**config.mk**
```make
export PLATFORM = sky130hd
export DESIGN_NAME = stream_unpack_queue
export DESIGN_NICKNAME = d
export VERILOG_FILES = /design/src/rtl/stream_unpack_pkg.sv /design/src/rtl/stream_unpack_fifo.sv /design/src/rtl/stream_unpack_queue.sv
export SDC_FILE = /design/constraint.sdc
export NUM_CORES = 1
export LEC_CHECK = 0
export ABC_AREA = 1
export CAP_MARGIN = 25
export CORE_MARGIN = 5
export CORE_UTILIZATION = 36
export DETAILED_ROUTE_END_ITERATION = 16
export GPL_ROUTABILITY_DRIVEN = 0
export PLACE_DENSITY = 0.53
export SLEW_MARGIN = 10
export SYNTH_ARGS = -nofsm -noshare
export SYNTH_HDL_FRONTEND = slang
export SYNTH_SLANG_ARGS = --single-unit
```
**constraint.sdc**
```tcl
create_clock -name clk -period 8.2 [get_ports clk]
set_input_delay 1.64 -clock clk [delete_from_list [all_inputs] [get_ports clk]]
set_output_delay 1.64 -clock clk [all_outputs]
set_load 0.02 [all_outputs]
```
**src/rtl/stream_unpack_pkg.sv**
```systemverilog
// rtl/stream_unpack_pkg.sv - shared types, default sizes and width helper for the stream unpacker
package stream_unpack_pkg;

    typedef enum logic [1:0] {IDLE, SHIFT, SKIP} state_t;

    localparam int STREAM_WIDTH = 32;
    localparam int STREAM_DEPTH = 11;

    // Occupancy must represent 0..depth inclusive.
    function automatic int cnt_width(input int depth);
        return $clog2(depth + 1);
    endfunction

endpackage

```
**src/rtl/stream_unpack_fifo.sv**
```systemverilog
// rtl/stream_unpack_fifo.sv - bounded circular queue with push/pop, full/empty and occupancy
module stream_unpack_fifo
    import stream_unpack_pkg::*;
#(
    parameter int WIDTH = STREAM_WIDTH,
    parameter int DEPTH = STREAM_DEPTH
) (
    input  logic                        clk,
    input  logic                        rst,
    input  logic                        push,
    input  logic [WIDTH-1:0]            push_data,
    input  logic                        pop,
    output logic [WIDTH-1:0]            pop_data,
    output logic                        full,
    output logic                        empty,
    output logic [cnt_width(DEPTH)-1:0] count
);

    localparam int CW = cnt_width(DEPTH);
    localparam int PW = (DEPTH > 1) ? $clog2(DEPTH) : 1;

    logic [WIDTH-1:0] mem [DEPTH];
    logic [PW-1:0]    wr_ptr;
    logic [PW-1:0]    rd_ptr;
    logic             do_push;
    logic             do_pop;

    assign full     = (count == CW'(DEPTH));
    assign empty    = (count == '0);
    assign do_pop   = pop && !empty;
    // A pop in the same cycle frees a slot, so a push into a full queue is accepted.
    assign do_push  = push && (!full || do_pop);
    assign pop_data = mem[rd_ptr];

    function automatic logic [PW-1:0] ptr_inc(input logic [PW-1:0] p);
        return (p == PW'(DEPTH - 1)) ? '0 : p + 1'b1;
    endfunction

    always_ff @(posedge clk) begin
        if (do_push) begin
            mem[wr_ptr] <= push_data;
        end
    end

    always_ff @(posedge clk or posedge rst) begin
        if (rst) begin
            wr_ptr <= '0;
            rd_ptr <= '0;
            count  <= '0;
        end else begin
            if (do_push) begin
                wr_ptr <= ptr_inc(wr_ptr);
            end
            if (do_pop) begin
                rd_ptr <= ptr_inc(rd_ptr);
            end
            if (do_push && !do_pop) begin
                count <= count + 1'b1;
            end else if (do_pop && !do_push) begin
                count <= count - 1'b1;
            end
        end
    end

endmodule

```
**src/rtl/stream_unpack_queue.sv**
```systemverilog
// rtl/stream_unpack_queue.sv - serial LSB-first word unpacker into a bounded queue; STREAM_UNPACK_STATS_EN adds frames_done
module stream_unpack_queue
    import stream_unpack_pkg::*;
#(
    parameter int WIDTH = STREAM_WIDTH,
    parameter int DEPTH = STREAM_DEPTH
) (
    input  logic                        clk,
    input  logic                        rst,
    input  logic                        bit_valid,
    input  logic                        bit_in,
    input  logic                        bit_last,
    input  logic                        err_clr,
    output logic                        out_valid,
    input  logic                        out_ready,
    output logic [WIDTH-1:0]            out_data,
    output logic [cnt_width(DEPTH)-1:0] count,
    output logic                        overflow,
    output logic                        frame_err
`ifdef STREAM_UNPACK_STATS_EN
    ,
    output logic [15:0]                 frames_done
`endif
);

    localparam int BW = $clog2(WIDTH);

    state_t           state;
    state_t           state_nxt;
    logic [BW-1:0]    bit_cnt;
    logic [BW-1:0]    bit_cnt_nxt;
    logic [WIDTH-1:0] sh;
    logic [WIDTH-1:0] word;
    logic             shift_en;
    logic             push;
    logic             pop;
    logic             full;
    logic             empty;
    logic             set_ovf;
    logic             set_ferr;

    assign word      = {bit_in, sh[WIDTH-1:1]};
    assign out_valid = !empty;
    assign pop       = out_valid && out_ready;

    always_comb begin
        state_nxt   = state;
        bit_cnt_nxt = bit_cnt;
        shift_en    = 1'b0;
        push        = 1'b0;
        set_ovf     = 1'b0;
        set_ferr    = 1'b0;
        case (state)
            IDLE, SHIFT: begin
                if (bit_valid) begin
                    shift_en = 1'b1;
                    if (state == SHIFT && bit_cnt == BW'(WIDTH - 1)) begin
                        bit_cnt_nxt = '0;
                        if (!full || pop) begin
                            push      = 1'b1;
                            state_nxt = bit_last ? IDLE : SHIFT;
                        end else begin
                            set_ovf   = 1'b1;
                            state_nxt = bit_last ? IDLE : SKIP;
                        end
                    end else if (bit_last) begin
                        set_ferr    = 1'b1;
                        bit_cnt_nxt = '0;
                        state_nxt   = IDLE;
                    end else begin
                        bit_cnt_nxt = bit_cnt + 1'b1;
                        state_nxt   = SHIFT;
                    end
                end
            end
            SKIP: begin
                if (bit_valid && bit_last) begin
                    state_nxt = IDLE;
                end
            end
            default: state_nxt = IDLE;
        endcase
    end

    always_ff @(posedge clk or posedge rst) begin
        if (rst) begin
            state     <= IDLE;
            bit_cnt   <= '0;
            sh        <= '0;
            overflow  <= 1'b0;
            frame_err <= 1'b0;
        end else begin
            state   <= state_nxt;
            bit_cnt <= bit_cnt_nxt;
            if (shift_en) begin
                sh <= word;
            end
            // A set event in the same cycle as err_clr keeps the flag set.
            if (set_ovf) begin
                overflow <= 1'b1;
            end else if (err_clr) begin
                overflow <= 1'b0;
            end
            if (set_ferr) begin
                frame_err <= 1'b1;
            end else if (err_clr) begin
                frame_err <= 1'b0;
            end
        end
    end

`ifdef STREAM_UNPACK_STATS_EN
    logic frame_done;
    assign frame_done = (state == SHIFT) && bit_valid && bit_last && (bit_cnt == BW'(WIDTH - 1));

    always_ff @(posedge clk or posedge rst) begin
        if (rst) begin
            frames_done <= '0;
        end else if (frame_done) begin
            frames_done <= frames_done + 16'd1;
        end
    end
`endif

    stream_unpack_fifo #(
        .WIDTH (WIDTH),
        .DEPTH (DEPTH)
    ) u_fifo (
        .clk       (clk),
        .rst       (rst),
        .push      (push),
        .push_data (word),
        .pop       (pop),
        .pop_data  (out_data),
        .full      (full),
        .empty     (empty),
        .count     (count)
    );

endmodule

```
==> results_slide.txt, run 1 <==
Run Summary

Run status
  – Status: completed

Worst hold path
  – Hold Crit Class: flip-flop to flip-flop
  – Hold EP: bit_cnt[4]$_DFFE_PP0P_
  – WHS Path Cells: 2
  – Min-delay src: bit_cnt[4]$_DFFE_PP0P_

Logic synthesis
  – Top cells by area: edfxtp_1, nand2_1, dfrtp_1
  – Yosys chip area: about 17000 um2
  – Post-synth seq share: a little over two thirds
  – Main flop type after synthesis: edfxtp_1
  – Synthesized area: 16800 um2
  – Commonest cells in the netlist: nand2_1, edfxtp_1, nand3_1
  – Yosys cell count: around 1500
  – Number of enable flip-flop cells: approximately 350
  – Registers, synthesis: between 400 and 500
  – Dominant cell area share: around 63%
  – Post-synthesis instance total: roughly 1500
  – Synth cell types: 25
  – Top-count cell post-synth: nand2_1
  – Yosys top cell by area: edfxtp_1
  – Synth async-reset ratio: between 10% and 20%
  – Yosys warning count: 0
  – Avg Cell Area, Syn: 11.0 um2

Global routing
  – Vias in the first global route: between 10000 and 15000
  – Gr ovfl total: 0
  – Largest net degree at the start of global routing: between 70 and 80
  – Initial antenna violation count: 0

Finish
  – Cell area after layout: 19300 um2
  – FF/Latch Area: approximately 12000 um2
  – Diodes inserted: 0
  – Area growth syn-to-layout: 14.8%
  – Final net count: 1582
  – Layout cells sized above 1: 6.99%
  – Final Util: approximately two fifths
  – Fill cells: ~4300

Routing
  – ANT nets after route: 0
  – Wl on met1: 18500 um
  – Number of detailed-route iterations in the first pass: 5
  – Via density: 4.80
  – Uppermost routed layer: met4
  – Metal3 WL: about 1700 um
  – Drc violations: 0

STA
  – Part of the cycle the worst path needs: between 60% and 70%
  – Relative slew slack: around 30%
  – Achievable clock frequency: 181 MHz
  – Setup Viol. Count Final: 0
  – Final Hold Viols: 0
  – Worst Skew: about 0.022 ns
  – Fin crit period: between 5 and 6 ns
  – Actual slew at the worst max-slew pin: about 1.0 ns
  – Final WS setup: 2.69 ns
  – Max-slew violation count: 0
  – Setup TNS: 0 ns

Place
  – Placement Cell Area: around 18000 um2
  – Placed wire-length estimate: about 21000 um
  – PortBufs: about 45

Clocking
  – Clock Tree Buf Depth: 3
  – Setup Buffers After CTS: 0
  – Worst skew pair latency: roughly 0.55 ns
  – CTS tree: built
  – CTS sink count: between 400 and 500
  – H-tree depth: 2
  – Resized cells post-CTS: 0
  – CTS Root Cell: clkbuf_16
  – Hold-fix buffers at CTS: 0

Pwr
  – Leak pwr: between 7 and 8 nW
  – Sequential share of power: 45.9%
  – Sw Share: between 20 and 30%
  – Peak VDD IR: roughly 0.15 mV
  – Int Power: about 0.0038 W
  – Switch Pwr: roughly 0.0016 W
  – Clk network pwr share: 34.6%
  – Combinational Power Share: between 15 and 20%

Flow run
  – Tool Warnings: 26
  – Max Cap Viol: 0

Floorplanning
  – FP Util: between 30% and 40%
  – Site row count: 79
  – Total core area: 46400 um2
  – Chip area: about 51000 um2
  – Io pins: between 40 and 50

Critical path
  – Worst reg2reg path endpoint: u_fifo.mem[0][0]$_DFFE_PP_
  – Reg-to-reg setup timing slack: roughly 5.3 ns
  – CP Launch Type: flip-flop
  – Crit Path Max Fanout: about 76
  – Worst EP arrival: around 3.9 ns
  – Crit Reg-Reg Startpoint: bit_cnt[0]$_DFFE_PP0P_
  – Critical path class: flip-flop to output port
  – Crit path DRT: between 6 and 7 ns
  – Reg2Reg Depth: 9
## run 1: power by group through the flow
stage          logic [W]  clock network [W]  registers (W)
2_1_floorplan   0.000663                  0        0.00246
3_3_place_gp     0.00107                  0        0.00252
3_5_place_dp     0.00108                  0        0.00252
4_1_cts          0.00108            0.00192        0.00248
5_1_grt          0.00116            0.00201        0.00249
6_report         0.00105            0.00187        0.00248
## run 1: flip-flops by register name, indices dropped and copies added, names as in the netlist
| name | cells |
|---|---|
| state | 2 |
| u_fifo.mem | 352 |
| u_fifo.count | 4 |
| u_fifo.wr_ptr | 4 |
| u_fifo.rd_ptr | 4 |
| sh | 31 |
| frame_err | 1 |
| overflow | 1 |
| bit_cnt | 5 |
## run 1: critical path, stage by stage, from the launching register on
cell and delay, ns:
dfrtp_4 0.71, inv_4 0.47, buf_4 0.81, nand3_1 0.15, nand2_1 0.10, inv_1 0.04
nand3_1 0.06, nand3_1 0.14, nand2_1 0.15, clkdlybuf4s50_1 0.62
## run 1: cell type report
| class | instances | area share, % |
|---|---|---|
| repair buffers | 73 | 3.46 |
| clock inverters | 19 | 0.603 |
| well taps | 607 | 3.94 |
| multi-input cells | 881 | 20.6 |
| flip-flops and latches | 404 | 61.6 |
| clock buffers | 58 | 6.51 |
| inverters | 167 | 3.28 |
## run 1: cells in the final DEF, fill, tap and decap left out, drive strengths merged, types with 15 or more instances in the layout
cell type and count:
buf 27, nand2 512, clkdlybuf4s50 45, clkbuf 59, edfxtp 352, nor2 73, o211ai 51, nand3 191
o21ai 15, inv 167, clkinv 17, dfrtp 52
## run 1: through the flow
| step | cells | total power [W] | hold WS [ns] |
|---|---|---|---|
| finish | 2209 | 0.00540 | 0.494 |
| global placement | 2128 | 0.00359 | 0.472 |
| floorplan | 1529 | 0.00312 | 0.456 |
| detailed placement | 2129 | 0.00360 | 0.486 |
| global route | 2209 | 0.00566 | 0.526 |
| CTS | 2206 | 0.00548 | 0.505 |
## run 1: layer usage
metal  global-route usage, %  vias to the layer above
met2                    26.3                      213
met4                    3.73                        0
met5                       0                        -
met3                    2.29                       47
li1                        -                     5185
met1                    22.6                     5149
## run 1: cells by family after synthesis
kind of cell | Yosys count | share of synthesized area [%]
adders and majority gates | 6 | 0.491
xor gates and xnor gates | 5 | 0.261
AOI/OAI and AO/OA | 76 | 3.06
buffers and inverters | 244 | 6.08
DFF | 404 | 70.6
and+or+nand+nor | 794 | 19.5
## run 1: worst max-delay path by stage
stage	startpoint	to	slack, ns	depth (start not counted)
2_1_floorplan	bit_valid	u_fifo.mem[4][0]$_DFFE_PP_	3.43	5
3_3_place_gp	u_fifo.rd_ptr[0]$_DFFE_PP0P_	out_data[23]	3.21	9
3_5_place_dp	u_fifo.rd_ptr[0]$_DFFE_PP0P_	out_data[7]	3.21	8
4_1_cts	u_fifo.rd_ptr[0]$_DFFE_PP0P_	out_data[23]	2.59	9
5_1_grt	u_fifo.rd_ptr[0]$_DFFE_PP0P_	out_data[23]	2.40	9
6_report	u_fifo.rd_ptr[0]$_DFFE_PP0P_	out_data[23]	2.69	9
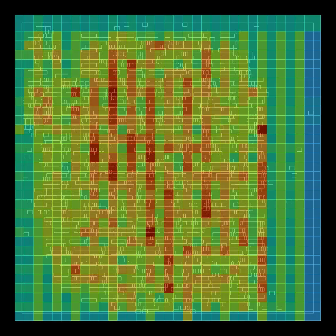
**Above:** run 1 (congestion heat map).
total track usage: 16.0%
GR peak layer: met2
GR Util met3: 2.29%
met1 GRT Util: 22.6%
grt met2 use: 26.3%

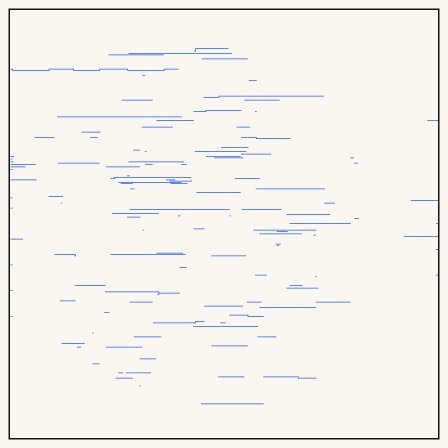
**Above:** run 1 (metal 3).
The wires run mostly horizontal. 64 nets have wire on it. The layer holds 4.3% of the routed length. The layer carries 1740 um of wire.
via count: 10600
total wire length: 40300 um

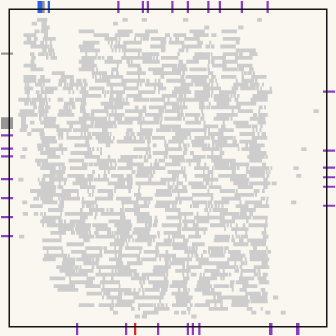
**Above:** run 1 (I/O pins on the die edge).
Pins as bars across the die edge, other pins in grey.
`bit_in`: drawn in red, pins 1, direction input, edge bottom. `out_data`: drawn in purple, pins 32, direction output, edge 10 bottom, 9 top, 7 left, 6 right. `count`: drawn in blue, pins 4, direction output, edge top.
All pins by edge: 15 top, 14 left, 11 bottom, 6 right.
Die Span Y: 226 um
width of the die: 226 um

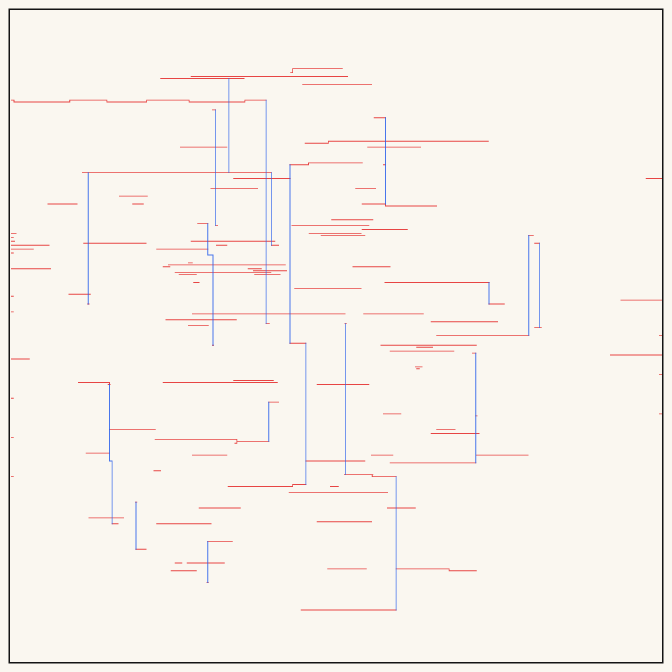
**Above:** run 1 (wiring by layer).
Two of the layers only.
M3: drawn in red, wire length 1740 um. M4: drawn in blue, wire length 707 um.
drt wl/cell: 18.3 um

==> run 1 -> run 2 <==
==> constraint.sdc (replaced) <==
create_clock -name clk -period 5.39 [get_ports clk]
set_input_delay 1.078 -clock clk [delete_from_list [all_inputs] [get_ports clk]]
set_output_delay 1.078 -clock clk [all_outputs]
set_load 0.02 [all_outputs]
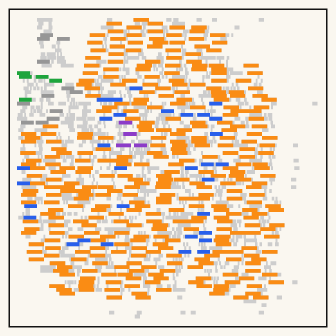
**Above:** run 2 (sequential cells grouped by signal name).
Other sequential cells in the stronger grey, the rest of the logic in the fainter grey.
`u_fifo.mem`: drawn in orange, flops 352, where spread over the die. `bit_cnt`: drawn in green, flops 5, where top left. `u_fifo.rd_ptr`: drawn in purple, flops 4. `sh`: drawn in blue, flops 31.
Another 12 sequential cells are not coloured.
sequential cell power: 0.00375 W
FF/Latch Area: 11900 um2

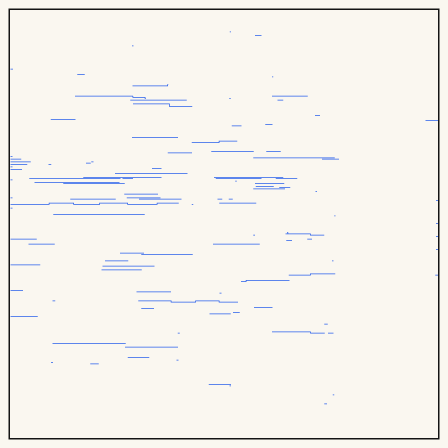
**Above:** run 2 (metal 3).
The layer carries 1440 um of wire. The layer holds 3.6% of the routed length. 56 nets have wire on it. The longest straight run is 48.0 um.
GR Util met3: 2.51%
via count: 10600
total wire length: 40100 um

==> run 2 against run 1 <==
- clock-buffer cell count up 14
- synthesized cell count unchanged
- first-iteration DRC count is 17% lower
- sequential share of layout area decreased by 0.12 points
- final area is 0.19% higher
- clock power grew 51%
==> results_slide.txt, run 2 <==
Run Summary

Logic synthesis
  – Yosys top cell by area: edfxtp_1
  – Main flop type after synthesis: edfxtp_1
  – Commonest cells in the netlist: nand2_1, edfxtp_1, nand3_1
  – Yosys cell count: about 1500
  – Post-synth seq share: a little over 70%
  – Yosys warning count: 0
  – Number of enable flip-flop cells: about 350
  – Ao+oa area frac: under 10%
  – Mux cell area share: 0%
  – Dominant cell area share: between 60% and 70%
  – Top-count cell post-synth: nand2_1
  – Post-synthesis instance total: 1529
  – Xor/xnor share: less than 1%
  – Yosys chip area: 16800 um2
  – And+or+nand+nor area frac: approximately a fifth
  – Adder Area Share: less than 1%

Finish
  – Register bank with the most flops: u_fifo.mem
  – Most numerous logic cell after layout: nand2_1
  – Final Util: about two fifths
  – Largest register FFs: ~350
  – Cell area after layout: 19300 um2
  – Area growth syn-to-layout: 15.0%
  – Fill cells: between 4000 and 5000
  – Biggest regs: u_fifo.mem x352, sh x31, bit_cnt x5
  – Final net count: 1587

Critical path
  – Crit Path Max Fanout: between 70 and 80
  – Crit Reg-Reg Startpoint: bit_cnt[0]$_DFFE_PP0P_
  – Crit path DRT: roughly 4.3 ns
  – Reg-to-reg setup timing slack: ~2.4 ns
  – Reg2Reg Depth: 17
  – Critical path class: flip-flop to output port
  – Worst reg2reg path endpoint: u_fifo.count[3]$_DFFE_PP0P_
  – CP Launch Type: flip-flop

Routing
  – ANT nets after route: 0
  – Via density: roughly 4.8
  – Number of detailed-route iterations in the first pass: 5
  – Drc violations: 0

STA
  – Fin crit period: ~4.6 ns
  – Final Hold Viols: 0
  – Fin Hold WS: a little under 0.5 ns
  – Worst Skew: roughly 0.023 ns
  – Setup Viol. Count Final: 0
  – Part of the cycle the worst path needs: 85.0%
  – Actual slew at the worst max-slew pin: 1.02 ns
  – Setup TNS: 0 ns

Clocking
  – Resized cells post-CTS: 0
  – Setup Buffers After CTS: 0
  – Hold-fix buffers at CTS: 0
  – Clock Tree Buf Depth: 3
  – Worst skew pair latency: 0.56 ns
  – CTS tree: built
  – CTS sink count: around 400
  – CTS Root Cell: clkbuf_16

Global routing
  – Largest net degree at the start of global routing: about 120
  – Total track usage: 15.8%
  – Gr ovfl total: 0

Pwr
  – Power Total: around 0.008 W
  – Int Power: 0.00583 W
  – Switch Pwr: 0.00239 W
  – Sw Share: between 20% and 30%
  – Sequential share of power: 45.6%
  – Combinational Power Share: 20.1%
  – Clk network pwr share: roughly 34%
  – Peak VDD IR: about 0.30 mV

Flow run
  – Max Cap Viol: 0
  – Tool Warnings: 30

Floorplanning
  – Chip area: 51100 um2
  – Site row count: roughly 79
  – Io pins: 46
  – Width of the die: 226 um
  – FP Util: a little over a third

Worst hold path
  – Hold Crit Class: flip-flop to flip-flop
  – Min-delay src: bit_cnt[4]$_DFFE_PP0P_

Run status
  – Status: completed

Place
  – Placement Cell Area: 18000 um2
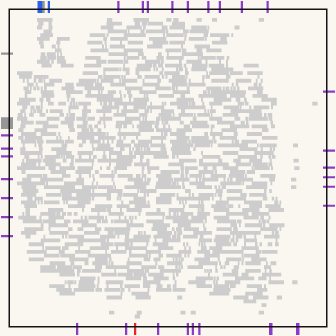
**Above:** run 2 (I/O pins on the die edge).
Pins as bars across the die edge, other pins in grey.
PortBufs: 45

-- run 2: cell count changes in the layout (fill, tap and decap cells not counted), sizes merged --
cell      before  now
clkbuf        59   72
clkinvlp       1    0
buf           27   32
clkinv        17    6
-- run 2: kinds of logic after synthesis --
logic type | after synthesis
fa+ha+maj | 6
xor+xnor | 5
simple gates | 794
flops | 404
buf+inv | 244
compound gates | 76
-- run 2: how the worst max path moves through the flow --
stage,cells after the start,endpoint,slack [ns],start
final,7,out_data[15],0.81,u_fifo.rd_ptr[1]$_DFFE_PP0P_
after floorplan,5,u_fifo.mem[4][0]$_DFFE_PP_,1.18,bit_valid
after global routing,7,out_data[15],0.55,u_fifo.rd_ptr[1]$_DFFE_PP0P_
after detailed placement,7,out_data[15],1.31,u_fifo.rd_ptr[1]$_DFFE_PP0P_
after global placement,7,out_data[15],1.27,u_fifo.rd_ptr[1]$_DFFE_PP0P_
after CTS,7,out_data[15],0.73,u_fifo.rd_ptr[1]$_DFFE_PP0P_
-- run 2: final cells by class --
cell class                      instances  area, um2  share of cell area (%)
Timing Repair Buffer                   77        736                    3.81
Sequential cell                       404      11900                    61.5
Inverter                              167        632                    3.27
Clock inverter                          7       72.6                   0.376
Multi-Input combinational cell        881       3980                    20.6
Clock buffer                           72       1270                    6.55
Tap cell                              607        759                    3.93
-- run 2: layer usage --
metal / part of all wire [%] / track usage (%) / vias up / wire [um]
met5: 0 / 0 / - / 0
met4: 1.9 / 3.55 / 0 / 744
met3: 3.6 / 2.51 / 56 / 1440
met2: 48 / 26.8 / 171 / 19200
met1: 47 / 21.6 / 5182 / 18700
li1: - / - / 5196 / -
-- run 2: power groups by stage --
stage | logic [W] | registers [W] | clock network (W)
floorplan | 0.00101 | 0.00374 | 0
global placement | 0.00166 | 0.00381 | 0
detailed placement | 0.00169 | 0.00381 | 0
CTS | 0.00169 | 0.00375 | 0.00290
global route | 0.00183 | 0.00377 | 0.00302
finish | 0.00165 | 0.00375 | 0.00283
-- run 2: critical path, cell delays in order (launching register included) --
cell             delay [ns]
dfrtp_2                0.64
inv_4                  0.75
buf_4                  0.49
o211ai_1               0.15
nand2_1                0.09
nand3_1                0.08
nand2_1                0.14
clkdlybuf4s50_1        0.62
-- run 2: stage by stage --
stage | setup WS (ns) | std cells
2_1_floorplan | 1.18 | 1529
3_3_place_gp | 1.27 | 2135
3_5_place_dp | 1.31 | 2136
4_1_cts | 0.726 | 2215
5_1_grt | 0.554 | 2215
6_report | 0.810 | 2215
No activity file was given, so power comes from the tool's default toggle rates.
